$ cat src/rtl/updown_wrap_monitor.sv
// updown_wrap_monitor
// Watches a free-running 3-bit up/down counter and checks every step it takes.
// Legal wraps (7->0 counting up, 0->7 counting down) are counted, and each one
// produces a one-cycle terminal-count pulse. An illegal step sets a sticky
// error and freezes the counts until clr or rst.
//
// Ports:
//   clk       in   single clock, rising edge
//   rst       in   asynchronous active-low reset
//   m         in   counter direction (1 = up, 0 = down)
//   q[2:0]    in   monitored counter value
//   clr       in   synchronous clear of counts/error, active-high
//   tc        out  one-cycle pulse after a legal wrap is sampled
//   wrap_up   out  saturating count of legal 7->0 wraps
//   wrap_dn   out  saturating count of legal 0->7 wraps
//   step_err  out  sticky illegal-step flag
//   tracking  out  high while steps are being checked
module updown_wrap_monitor (
  input  logic       clk,
  input  logic       rst,
  input  logic       m,
  input  logic [2:0] q,
  input  logic       clr,
  output logic       tc,
  output logic [7:0] wrap_up,
  output logic [7:0] wrap_dn,
  output logic       step_err,
  output logic       tracking
);

  typedef enum logic [1:0] {
    INIT  = 2'd0,
    TRACK = 2'd1,
    ERR   = 2'd2
  } state_t;

  state_t     state;
  state_t     state_nx;
  logic [2:0] prev_q;
  logic       prev_m;
  logic       tc_nx;
  logic [7:0] wrap_up_nx;
  logic [7:0] wrap_dn_nx;
  logic       err_nx;
  logic [2:0] q_inc;
  logic [2:0] q_dec;

  // 3-bit arithmetic gives the mod-8 neighbours of the previous value for free.
  assign q_inc    = prev_q + 3'd1;
  assign q_dec    = prev_q - 3'd1;
  assign tracking = (state == TRACK);

  // prev_q/prev_m are captured unconditionally so that the step checked on the
  // next edge is always judged against the direction that produced it.
  always_ff @(posedge clk or negedge rst) begin
    if (!rst) begin
      state    <= INIT;
      prev_q   <= 3'd0;
      prev_m   <= 1'b0;
      tc       <= 1'b0;
      wrap_up  <= 8'd0;
      wrap_dn  <= 8'd0;
      step_err <= 1'b0;
    end else begin
      state    <= state_nx;
      prev_q   <= q;
      prev_m   <= m;
      tc       <= tc_nx;
      wrap_up  <= wrap_up_nx;
      wrap_dn  <= wrap_dn_nx;
      step_err <= err_nx;
    end
  end

  // Next-state and next-output logic. clr overrides any wrap or error seen on
  // the same edge. A hold (q unchanged) is legal in either direction.
  always_comb begin
    state_nx   = state;
    tc_nx      = 1'b0;
    wrap_up_nx = wrap_up;
    wrap_dn_nx = wrap_dn;
    err_nx     = step_err;

    if (clr) begin
      state_nx   = INIT;
      wrap_up_nx = 8'd0;
      wrap_dn_nx = 8'd0;
      err_nx     = 1'b0;
    end else begin
      case (state)
        INIT: begin
          state_nx = TRACK;
        end

        TRACK: begin
          if (q == prev_q) begin
            state_nx = TRACK;
          end else if (prev_m && (q == q_inc)) begin
            if (prev_q == 3'd7) begin
              tc_nx      = 1'b1;
              wrap_up_nx = (wrap_up == 8'd255) ? wrap_up : wrap_up + 8'd1;
            end
          end else if (!prev_m && (q == q_dec)) begin
            if (prev_q == 3'd0) begin
              tc_nx      = 1'b1;
              wrap_dn_nx = (wrap_dn == 8'd255) ? wrap_dn : wrap_dn + 8'd1;
            end
          end else begin
            err_nx   = 1'b1;
            state_nx = ERR;
          end
        end

        ERR: begin
          state_nx = ERR;
          err_nx   = 1'b1;
        end

        default: begin
          state_nx = INIT;
        end
      endcase
    end
  end

endmodule

$ cat config.mk
export PLATFORM = sky130hd
export DESIGN_NAME = updown_wrap_monitor
export DESIGN_NICKNAME = d
export VERILOG_FILES = /design/src/rtl/updown_wrap_monitor.sv
export SDC_FILE = /design/constraint.sdc
export NUM_CORES = 1
export LEC_CHECK = 0
export ABC_AREA = 1
export CORE_MARGIN = 10
export CORE_UTILIZATION = 53
export CTS_CLUSTER_SIZE = 14
export DETAILED_ROUTE_END_ITERATION = 16
export PLACE_DENSITY = 0.8
export SETUP_SLACK_MARGIN = 0.4
export SKIP_CTS_REPAIR_TIMING = 1
export SYNTH_ARGS = -nofsm -noshare
export SYNTH_HDL_FRONTEND = slang
export SYNTH_SLANG_ARGS = --single-unit
$ cat constraint.sdc
create_clock -name clk -period 4.58 [get_ports clk]
set_input_delay 0.458 -clock clk [delete_from_list [all_inputs] [get_ports clk]]
set_output_delay 0.458 -clock clk [all_outputs]
set_load 0.02 [all_outputs]
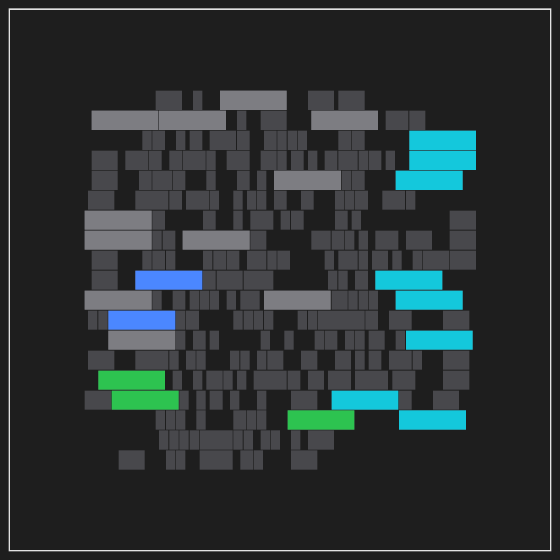
ff_map.png
Other sequential cells in the stronger gray, the rest of the logic in the fainter gray.
state: marked blue, placed flops 2. wrap_up: marked cyan, placed flops 8. prev_q: marked green, placed flops 3.
Layout Utilization: 0.652
Seq. pwr: 0.241 mW
Seq/total area: 0.334

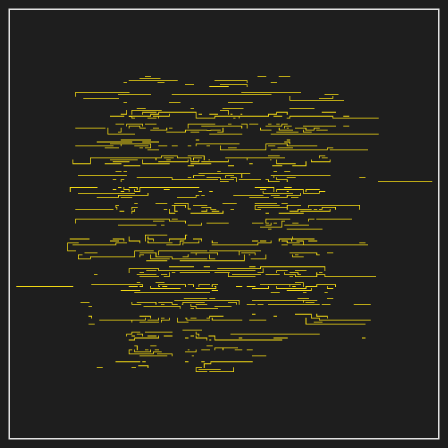
m1.png
The longest straight run is 18.4 um. The layer carries 1460 um of wire. The layer holds 47% of the routed length.
detailed-route wire length: 3120 um
via count of the routed design: 1332

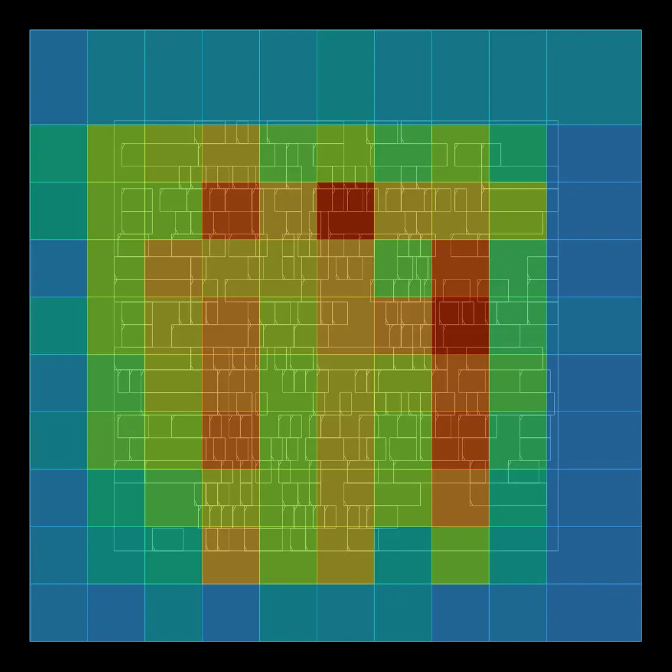
congestion_map.png
WL/cell: 12.1 um
GRT Total Usage: 0.128
met1 Use GR: 0.150

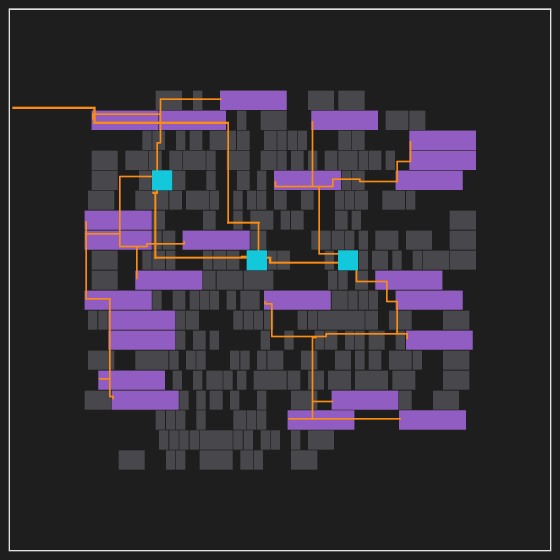
clock_wires.png
clock wires: marked orange, length 305 um. clock-net drivers: marked cyan, count 3. flip-flops: marked purple, count 24.
There are 4 routed clock nets.
Skew-Pair Late Insertion Delay: 0.32 ns
clock network power share: 0.202
P_clk: 0.0928 mW
Fin Clk Skew: 0.0120 ns

==> metrics.csv <==
stage,metric,value,unit
outcome,status,"finished, final reports clean",
place,post-place-ws,2.29,ns
power_and_ir_drop,power_density,255,nW/um2
worst_hold_path,holdPathEnd,step_err,
setup_path,path_cells,inv_1 -> nand2_1 -> inv_1 -> clkdlybuf4s50_1,
route,final_antenna_net_count,0,
logic_synthesis,synth-edff-count,0,
logic_synthesis,top_cells_by_count,"58 x nand2_1, 38 x nand3_1, 26 x inv_1",
logic_synthesis,avgSynthCellArea,7.51,um2
clocking,cts_buffers,3,
die,ios,26,
setup_path,cp.required,4.12,ns
setup_path,r2r_slack,2.73,ns
setup_path,rr_worst_depth,11,
global_route,antenna_found_initial,0,
worst_hold_path,min_from,step_err,
final_timing,period_needed,2.10,ns
power_and_ir_drop,swShare,0.325,
logic_synthesis,ys.flop_type,dfrtp_1,
job,warning_count,28,
die,die_h,73.5,um
final_timing,fmax,475,MHz
logic_synthesis,top_cell_area_share,0.396,
logic_synthesis,top_cell,nand2_1,
logic_synthesis,yosys_cells,202,
final_timing,max_slew_margin,0.276,
setup_path,r2r_end,wrap_up[2],
final_timing,finalHoldViolCount,0,
place,placed_area,1770,um2
power_and_ir_drop,total_power,0.459,mW
clocking,cts_tree,yes,
worst_hold_path,hp-class,flop to flop,
logic_synthesis,synth_nets,215,
setup_path,endpoint_kind,primary output,
sequential cells by signal (all words and copies together) (netlist names):
register / cells
tc: 1
step_err: 1
wrap_up: 8
prev_q: 3
state: 2
wrap_dn: 8
prev_m: 1
cell type report:
class                      instances  area [um2]
tap                               31        38.8
clock buffer                       3        22.5
multi-input combinational        147         783
fill                             253         961
inverter                          27         101
timing repair buffer              25         250
sequential                        24         601
power by group through the flow:
stage	Sequential (mW)	Combinational, mW	Clock (mW)
3_5_place_dp	0.245	0.126	0
5_1_grt	0.244	0.140	0.104
3_3_place_gp	0.244	0.124	0
6_report	0.241	0.125	0.0928
4_1_cts	0.241	0.127	0.0947
2_1_floorplan	0.255	0.0698	0
routing by layer:
layer	wire length (um)	vias to the layer above	part of all wire	track usage
met5	0	-	0	0
met4	13	0	0.0042	0.0373
met3	240	4	0.077	0.0525
met2	1410	24	0.45	0.207
met1	1460	610	0.47	0.150
li1	-	694	-	-
placed cells by master (no fill, tap or decap):
cell type         n
o21ai_1           1
inv_2             1
nand3b_1          1
nand3_4           1
nor2_1           12
nor2_4            1
clkbuf_4          3
ha_1              6
o21ai_2           7
o21bai_1          2
o21ai_0           2
xor2_1            5
nand3_2           1
a21oi_1           1
nand2_2           5
inv_1            26
nand2_1          58
nand3_1          38
or2_2             3
nand4_1           2
dfrtp_1          24
nor2_2            1
clkdlybuf4s50_1  25
worst max-delay path: cells and delay by family (launching register included):
family,cells,cell delay [ns]
buffers and inverters,3,0.86
flip-flops,1,0.38
AND/OR/NAND/NOR,1,0.10
per-stage QoR:
step                utilization  hold WS (ns)  instances
finish                    0.652         0.512        257
floorplan                     -         0.162        202
detailed placement        0.643         0.486        254
global placement          0.643         0.481        254
global route              0.652         0.540        257
CTS                       0.652         0.519        257
kinds of logic after synthesis:
kind of cell,synth area share
fa+ha+maj,0.0495
flops,0.396
buf+inv,0.0874
simple gates,0.375
compound gates,0.0635
xor+xnor,0.0289
worst max-delay path by stage:
| stage | start | end | slack [ns] | depth (start not counted) |
|---|---|---|---|---|
| 4_1_cts | state[1] | tracking | 2.48 | 4 |
| 6_report | state[1] | tracking | 2.48 | 4 |
| 5_1_grt | state[1] | tracking | 2.38 | 4 |
| 3_5_place_dp | clr | wrap_up[2] | 2.29 | 8 |
| 3_3_place_gp | clr | wrap_up[6] | 2.34 | 7 |
| 2_1_floorplan | prev_q[0] | wrap_up[4] | 2.88 | 12 |
Power and IR drop assume default switching activity.
